<file path="src/rtl/result_pack_stage_if.sv">
// Field-select enums, buffered entry type and the two handshake interfaces
// of result_pack_stage.
//   pack_in_if  : upstream word (valid/ready, field selects, sign/exponent/fraction)
//   pack_out_if : downstream packed IEEE-754 word, class flags, delivery count
// Modports: master drives the bus, slave receives it.
package result_pack_pkg;
    typedef enum logic [1:0] {SIGN_RESULT = 2'd0, SIGN_ZERO = 2'd1, SIGN_ONE = 2'd2} sign_e;
    typedef enum logic [1:0] {EXP_RESULT = 2'd0, EXP_ZEROS = 2'd1, EXP_ONES = 2'd2} exponent_e;
    typedef enum logic [1:0] {MSB_RESULT = 2'd0, MSB_ZERO = 2'd1, MSB_ONE = 2'd2} fraction_msb_e;
    typedef enum logic [0:0] {LSBS_RESULT = 1'b0, LSBS_ZEROS = 1'b1} fraction_lsbs_e;

    typedef struct packed {
        logic [31:0] word;
        logic        zero;
        logic        inf;
        logic        nan;
    } entry_t;
endpackage

interface pack_in_if;
    logic                           in_valid;
    logic                           in_ready;
    result_pack_pkg::sign_e         sign_select;
    result_pack_pkg::exponent_e     exponent_select;
    result_pack_pkg::fraction_msb_e fraction_msb_select;
    result_pack_pkg::fraction_lsbs_e fraction_lsbs_select;
    logic                           result_sign;
    logic [9:0]                     result_exponent;
    logic [31:0]                    result_fraction;

    modport master (output in_valid, sign_select, exponent_select, fraction_msb_select,
                           fraction_lsbs_select, result_sign, result_exponent, result_fraction,
                    input  in_ready);
    modport slave  (input  in_valid, sign_select, exponent_select, fraction_msb_select,
                           fraction_lsbs_select, result_sign, result_exponent, result_fraction,
                    output in_ready);
endinterface

interface pack_out_if;
    logic        out_valid;
    logic        out_ready;
    logic [31:0] out_result;
    logic        out_zero;
    logic        out_inf;
    logic        out_nan;
    logic [15:0] out_count;

    modport master (output out_valid, out_result, out_zero, out_inf, out_nan, out_count,
                    input  out_ready);
    modport slave  (input  out_valid, out_result, out_zero, out_inf, out_nan, out_count,
                    output out_ready);
endinterface

</file>
<file path="src/rtl/result_pack_stage.sv">
// Result pack stage: assembles an IEEE-754 single word from the selected
// sign/exponent/fraction sources, classifies it (zero/inf/nan) and buffers
// it in a 2-entry main+skid FIFO so in_ready is a pure register output.
// Ports:
//   clk, reset_n : clock, asynchronous active-low reset
//   up (slave)   : upstream word + field selects, in_valid/in_ready
//   dn (master)  : out_valid/out_ready, out_result, out_zero/inf/nan, out_count
module result_pack_stage
    import result_pack_pkg::*;
(
    input  logic        clk,
    input  logic        reset_n,
    pack_in_if.slave    up,
    pack_out_if.master  dn
);
    entry_t      pk;
    entry_t      main_q, skid_q;
    logic [1:0]  occ, occ_nxt;
    logic        in_ready_q;
    logic [15:0] count_q;
    logic        in_xfer, out_xfer;
    logic        s, m;
    logic [7:0]  e;
    logic [21:0] l;

    // Only exponent[7:0] and fraction[29:7] feed the packed word.
    logic unused_bits;
    assign unused_bits = ^{up.result_exponent[9:8], up.result_fraction[31:30],
                           up.result_fraction[6:0]};

    always_comb begin
        s = 1'b0;
        e = 8'h00;
        m = 1'b0;
        l = 22'h0;
        case (up.sign_select)
            SIGN_RESULT: s = up.result_sign;
            SIGN_ONE:    s = 1'b1;
            default:     s = 1'b0;
        endcase
        case (up.exponent_select)
            EXP_RESULT: e = up.result_exponent[7:0];
            EXP_ONES:   e = 8'hFF;
            default:    e = 8'h00;
        endcase
        case (up.fraction_msb_select)
            MSB_RESULT: m = up.result_fraction[29];
            MSB_ONE:    m = 1'b1;
            default:    m = 1'b0;
        endcase
        if (up.fraction_lsbs_select == LSBS_RESULT) l = up.result_fraction[28:7];
        pk.word = {s, e, m, l};
        pk.zero = (e == 8'h00) && ({m, l} == 23'h0);
        pk.inf  = (e == 8'hFF) && ({m, l} == 23'h0);
        pk.nan  = (e == 8'hFF) && ({m, l} != 23'h0);
    end

    assign in_xfer  = up.in_valid & in_ready_q;
    assign out_xfer = (occ != 2'd0) & dn.out_ready;
    assign occ_nxt  = occ + 2'(in_xfer) - 2'(out_xfer);

    always_ff @(posedge clk or negedge reset_n) begin
        if (!reset_n) begin
            occ        <= 2'd0;
            main_q     <= '0;
            skid_q     <= '0;
            in_ready_q <= 1'b0;
            count_q    <= 16'h0;
        end else begin
            case (occ)
                2'd0: if (in_xfer) main_q <= pk;
                // Simultaneous in/out at one entry replaces the head in place.
                2'd1: if (in_xfer && out_xfer) main_q <= pk;
                      else if (in_xfer)        skid_q <= pk;
                // Full: in_ready is low, so only a drain can happen.
                default: if (out_xfer) main_q <= skid_q;
            endcase
            occ        <= occ_nxt;
            in_ready_q <= (occ_nxt != 2'd2);
            if (out_xfer) count_q <= count_q + 16'd1;
        end
    end

    assign up.in_ready     = in_ready_q;
    assign dn.out_valid    = (occ != 2'd0);
    assign dn.out_result   = main_q.word;
    assign dn.out_zero     = main_q.zero;
    assign dn.out_inf      = main_q.inf;
    assign dn.out_nan      = main_q.nan;
    assign dn.out_count    = count_q;
endmodule

</file>
<file path="src/flat_wrapper.sv">
// flat-port wrapper written by rule: the top's interface ports become plain ports
module result_pack_stage_flat import result_pack_pkg::*;
  (clk, reset_n, up_in_valid, up_sign_select, up_exponent_select, up_fraction_msb_select, up_fraction_lsbs_select, up_result_sign, up_result_exponent, up_result_fraction, up_in_ready, dn_out_valid, dn_out_result, dn_out_zero, dn_out_inf, dn_out_nan, dn_out_count, dn_out_ready);
  pack_in_if up_i ();
  pack_out_if dn_i ();
  input  logic clk;
  input  logic reset_n;
  input wire logic [$bits(up_i.in_valid)-1:0] up_in_valid;
  input wire logic [$bits(up_i.sign_select)-1:0] up_sign_select;
  input wire logic [$bits(up_i.exponent_select)-1:0] up_exponent_select;
  input wire logic [$bits(up_i.fraction_msb_select)-1:0] up_fraction_msb_select;
  input wire logic [$bits(up_i.fraction_lsbs_select)-1:0] up_fraction_lsbs_select;
  input wire logic [$bits(up_i.result_sign)-1:0] up_result_sign;
  input wire logic [$bits(up_i.result_exponent)-1:0] up_result_exponent;
  input wire logic [$bits(up_i.result_fraction)-1:0] up_result_fraction;
  output wire logic [$bits(up_i.in_ready)-1:0] up_in_ready;
  output wire logic [$bits(dn_i.out_valid)-1:0] dn_out_valid;
  output wire logic [$bits(dn_i.out_result)-1:0] dn_out_result;
  output wire logic [$bits(dn_i.out_zero)-1:0] dn_out_zero;
  output wire logic [$bits(dn_i.out_inf)-1:0] dn_out_inf;
  output wire logic [$bits(dn_i.out_nan)-1:0] dn_out_nan;
  output wire logic [$bits(dn_i.out_count)-1:0] dn_out_count;
  input wire logic [$bits(dn_i.out_ready)-1:0] dn_out_ready;
  assign up_i.in_valid = up_in_valid;
  assign up_i.sign_select = up_sign_select;
  assign up_i.exponent_select = up_exponent_select;
  assign up_i.fraction_msb_select = up_fraction_msb_select;
  assign up_i.fraction_lsbs_select = up_fraction_lsbs_select;
  assign up_i.result_sign = up_result_sign;
  assign up_i.result_exponent = up_result_exponent;
  assign up_i.result_fraction = up_result_fraction;
  assign up_in_ready = up_i.in_ready;
  assign dn_out_valid = dn_i.out_valid;
  assign dn_out_result = dn_i.out_result;
  assign dn_out_zero = dn_i.out_zero;
  assign dn_out_inf = dn_i.out_inf;
  assign dn_out_nan = dn_i.out_nan;
  assign dn_out_count = dn_i.out_count;
  assign dn_i.out_ready = dn_out_ready;
  result_pack_stage u_core (.clk(clk), .reset_n(reset_n), .up(up_i), .dn(dn_i));
endmodule
</file>
<file path="config.mk">
export PLATFORM = sky130hd
export DESIGN_NAME = result_pack_stage_flat
export DESIGN_NICKNAME = d
export VERILOG_FILES = /design/src/rtl/result_pack_stage_if.sv /design/src/rtl/result_pack_stage.sv /design/src/flat_wrapper.sv
export SDC_FILE = /design/constraint.sdc
export NUM_CORES = 1
export LEC_CHECK = 0
export CORE_ASPECT_RATIO = 0.9
export CORE_UTILIZATION = 40
export DETAILED_ROUTE_END_ITERATION = 16
export PLACE_DENSITY = 0.69
export SLEW_MARGIN = 20
export SYNTH_ARGS = -nofsm -noshare
export SYNTH_HDL_FRONTEND = slang
export SYNTH_SLANG_ARGS = --single-unit
</file>
<file path="constraint.sdc">
create_clock -name clk -period 1.85 [get_ports clk]
set_clock_uncertainty 0.1 [all_clocks]
set_input_delay 0.555 -clock clk [delete_from_list [all_inputs] [get_ports clk]]
set_output_delay 0.555 -clock clk [all_outputs]
set_load 0.01 [all_outputs]
</file>
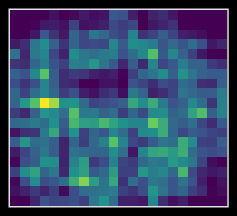
(wire density map)
Drawn at 2 px/um. 22 x 20 tiles, from dark purple (low) to yellow (high), scaled to the fullest tile. Values are wire area over tile area, all layers added.
The mean over all tiles is 0.14. 9.1% of the tiles are nearly empty. The fullest tile reaches 0.50. 11% of the tiles are over half the peak. The densest ninth of the die: left middle.
final WL: 9.55 mm
vias after detailed routing: 3313
Routed WL per cell: 14.4 um
overall routing resource usage: 18.9%

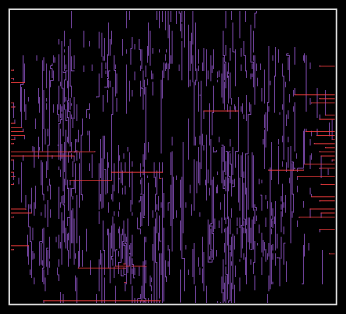
(routed metal, one colour a layer)
Drawn at 3 px/um. Two of the layers only.
M2: drawn in purple, wire length 4710 um. M3: drawn in red, wire length 359 um.

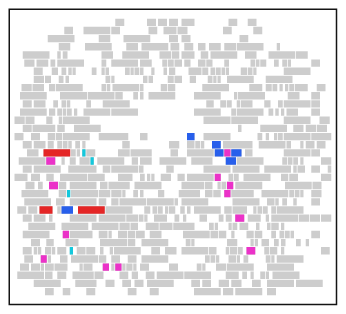
(logic cells by family)
Drawn at 3 px/um.
fa/ha/maj cells: drawn in red, cells 3, most used ha_4. and/or cells: drawn in magenta, cells 12, most used and3_1. non-inverting ao/oa cells: drawn in blue, cells 6. inv cells: drawn in cyan, cells 4, most used inv_1, where left middle.
most numerous logic cell after layout: dfrtp_1
logic share of the area: 31.8%

==> results.json <==
{
  "outcome": "finished clean",
  "drt_iter0_markers": 105,
  "clock_latency_ns": 0.33,
  "cp-end-kind": "register",
  "max-slew-margin-rel_pct": 78.1,
  "worstMarginPinSlew_ns": 0.327,
  "openroad.warnings": 40,
  "max_stage_delay_ns": 0.50,
  "syn_inst": 406,
  "hpwlAfterDp_mm": 6.62,
  "setup_viol": 0,
  "diodes": 0,
  "p_comb_share_pct": 40.9,
  "rsz0062_at_grt": "yes",
  "rr_startpoint": "u_core.occ[0]$_DFF_PN0_",
  "path_clk_slew_ns": 0.06,
  "grt_overflow_total": 0,
  "first_pass_iters": 4,
  "p_switching_mw": 2.78,
  "post_drt_via_cell_ratio": 5.00,
  "slew_violations": 0,
  "edf_count": 0,
  "ir_drop_v": 0.00108,
  "cts.sinks": 89,
  "crit_chain": "clkdlybuf4s50_1 -> nor4_4 -> nand3_2 -> o21a_1 -> a221o_1",
  "synth-compound-area-share_pct": 12.4,
  "use_met1_pct": 25.4,
  "ys_cells": 406,
  "netlist_area_mm2": 0.00409,
  "clockBufferDepth": 2,
  "pwr-share-clk_pct": 20.9,
  "hold_violations": 0,
  "gr-max-usage-layer": "met2",
  "internal_power_mw": 5.37,
  "layout_top_cells": "dfrtp_1, nand2_1, dlygate4sd2_1",
  "critPathLaunchType": "input port",
  "core_area_mm2": 0.00978,
  "root_buffer": "clkbuf_16",
  "io_buffers": 95,
  "rows": 34,
  "area_leaders": "dfrtp_1, nand2_1, o21ai_0"
}
[logic make-up (layout without fill, tap and decap cells)]
logic type,Yosys count,after routing
compound gates,89,89
simple gates,155,155
flops,89,89
mux,23,23
fa+ha+maj,3,3
buf+inv,30,161
xor+xnor,17,17
[Yosys cell counts (all sizes together), types with 4 or more instances]
master and n:
buf 11, nand2b 23, a21oi 12, clkbuf 15, inv 4, nor4 8, nand2 76, nand4 5
o21ai 57, and3 6, xor2 5, nor2 17, o31ai 10, dfrtp 89, mux2 23, xnor2 12
nor3 12
[worst max path at each step]
stage / startpoint / to / cells after the start
2_1_floorplan: u_core.occ[0]$_DFF_PN0_ / u_core.up.in_ready$_DFF_PN0_ / 10
3_3_place_gp: up_result_fraction[13] / u_core.dn.out_nan$_DFFE_PN0P_ / 6
3_5_place_dp: up_result_fraction[14] / u_core.dn.out_nan$_DFFE_PN0P_ / 6
4_1_cts: up_in_valid / u_core.dn.out_zero$_DFFE_PN0P_ / 6
5_1_grt: u_core.occ[0]$_DFF_PN0_ / u_core.up.in_ready$_DFF_PN0_ / 9
6_report: up_result_fraction[10] / u_core.dn.out_nan$_DFFE_PN0P_ / 5
[sequential cells by signal (all words and copies together), names as in the netlist]
| name | cells |
|---|---|
| u_core.skid_q | 35 |
| u_core.dn.out_nan | 1 |
| u_core.up.in_ready | 1 |
| u_core.dn.out_zero | 1 |
| u_core.dn.out_inf | 1 |
| u_core.dn.out_count | 16 |
| u_core.dn.out_result | 32 |
| u_core.occ | 2 |
[power by group through the flow]
stage | clock network (mW) | logic (mW) | registers, mW
finish | 1.71 | 3.33 | 3.11
detailed placement | 0 | 3.24 | 3.17
CTS | 1.76 | 3.19 | 3.12
floorplan | 0 | 1.69 | 3.27
global placement | 0 | 3.13 | 3.13
global route | 1.84 | 3.70 | 3.21
[per-layer routing]
layer | vias to the layer above | part of all wire, %
met5 | - | 0
met4 | 0 | 0.48
met3 | 4 | 3.8
met2 | 66 | 49
met1 | 1588 | 46
li1 | 1655 | -
[final cells by class]
type	count	area (um2)
Clock buffer	12	256
Clock inverter	4	27.5
Fill cell	858	3870
Inverter	4	15.0
Multi-Input combinational cell	287	1880
Sequential cell	89	2230
Tap cell	126	158
Timing Repair Buffer	141	1350
[worst max-delay path, delay by kind of cell]
kind	cells	cell delay [ns]
AOI/OAI and AO/OA	2	0.57
and+or+nand+nor	2	0.31
buffers and inverters	1	0.50
[what timing repair did]
item,CTS,global route
hold buffers,0,0
endpoints found under the setup margin,83,36
pin swaps,12,12
endpoints found under the hold margin,0,0
resized,78,23
buffers inserted,8,2
cloned,1,1
[stage by stage]
step / setup slack, ns / TNS (ns) / std cells / hold WS, ns / utilization (%)
finish: 0.0283 / 0 / 663 / 0.0854 / 60.4
global route: -0.0392 / -0.0620 / 663 / 0.0984 / 60.4
CTS: -0.0288 / -0.183 / 660 / 0.0886 / 59.0
detailed placement: -0.611 / -28.57 / 635 / 0.366 / 55.5
global placement: -0.675 / -25.31 / 635 / 0.355 / 55.5
floorplan: -0.0615 / -0.0615 / 406 / 0.159 / -
Power is estimated from default activity; no workload was simulated.
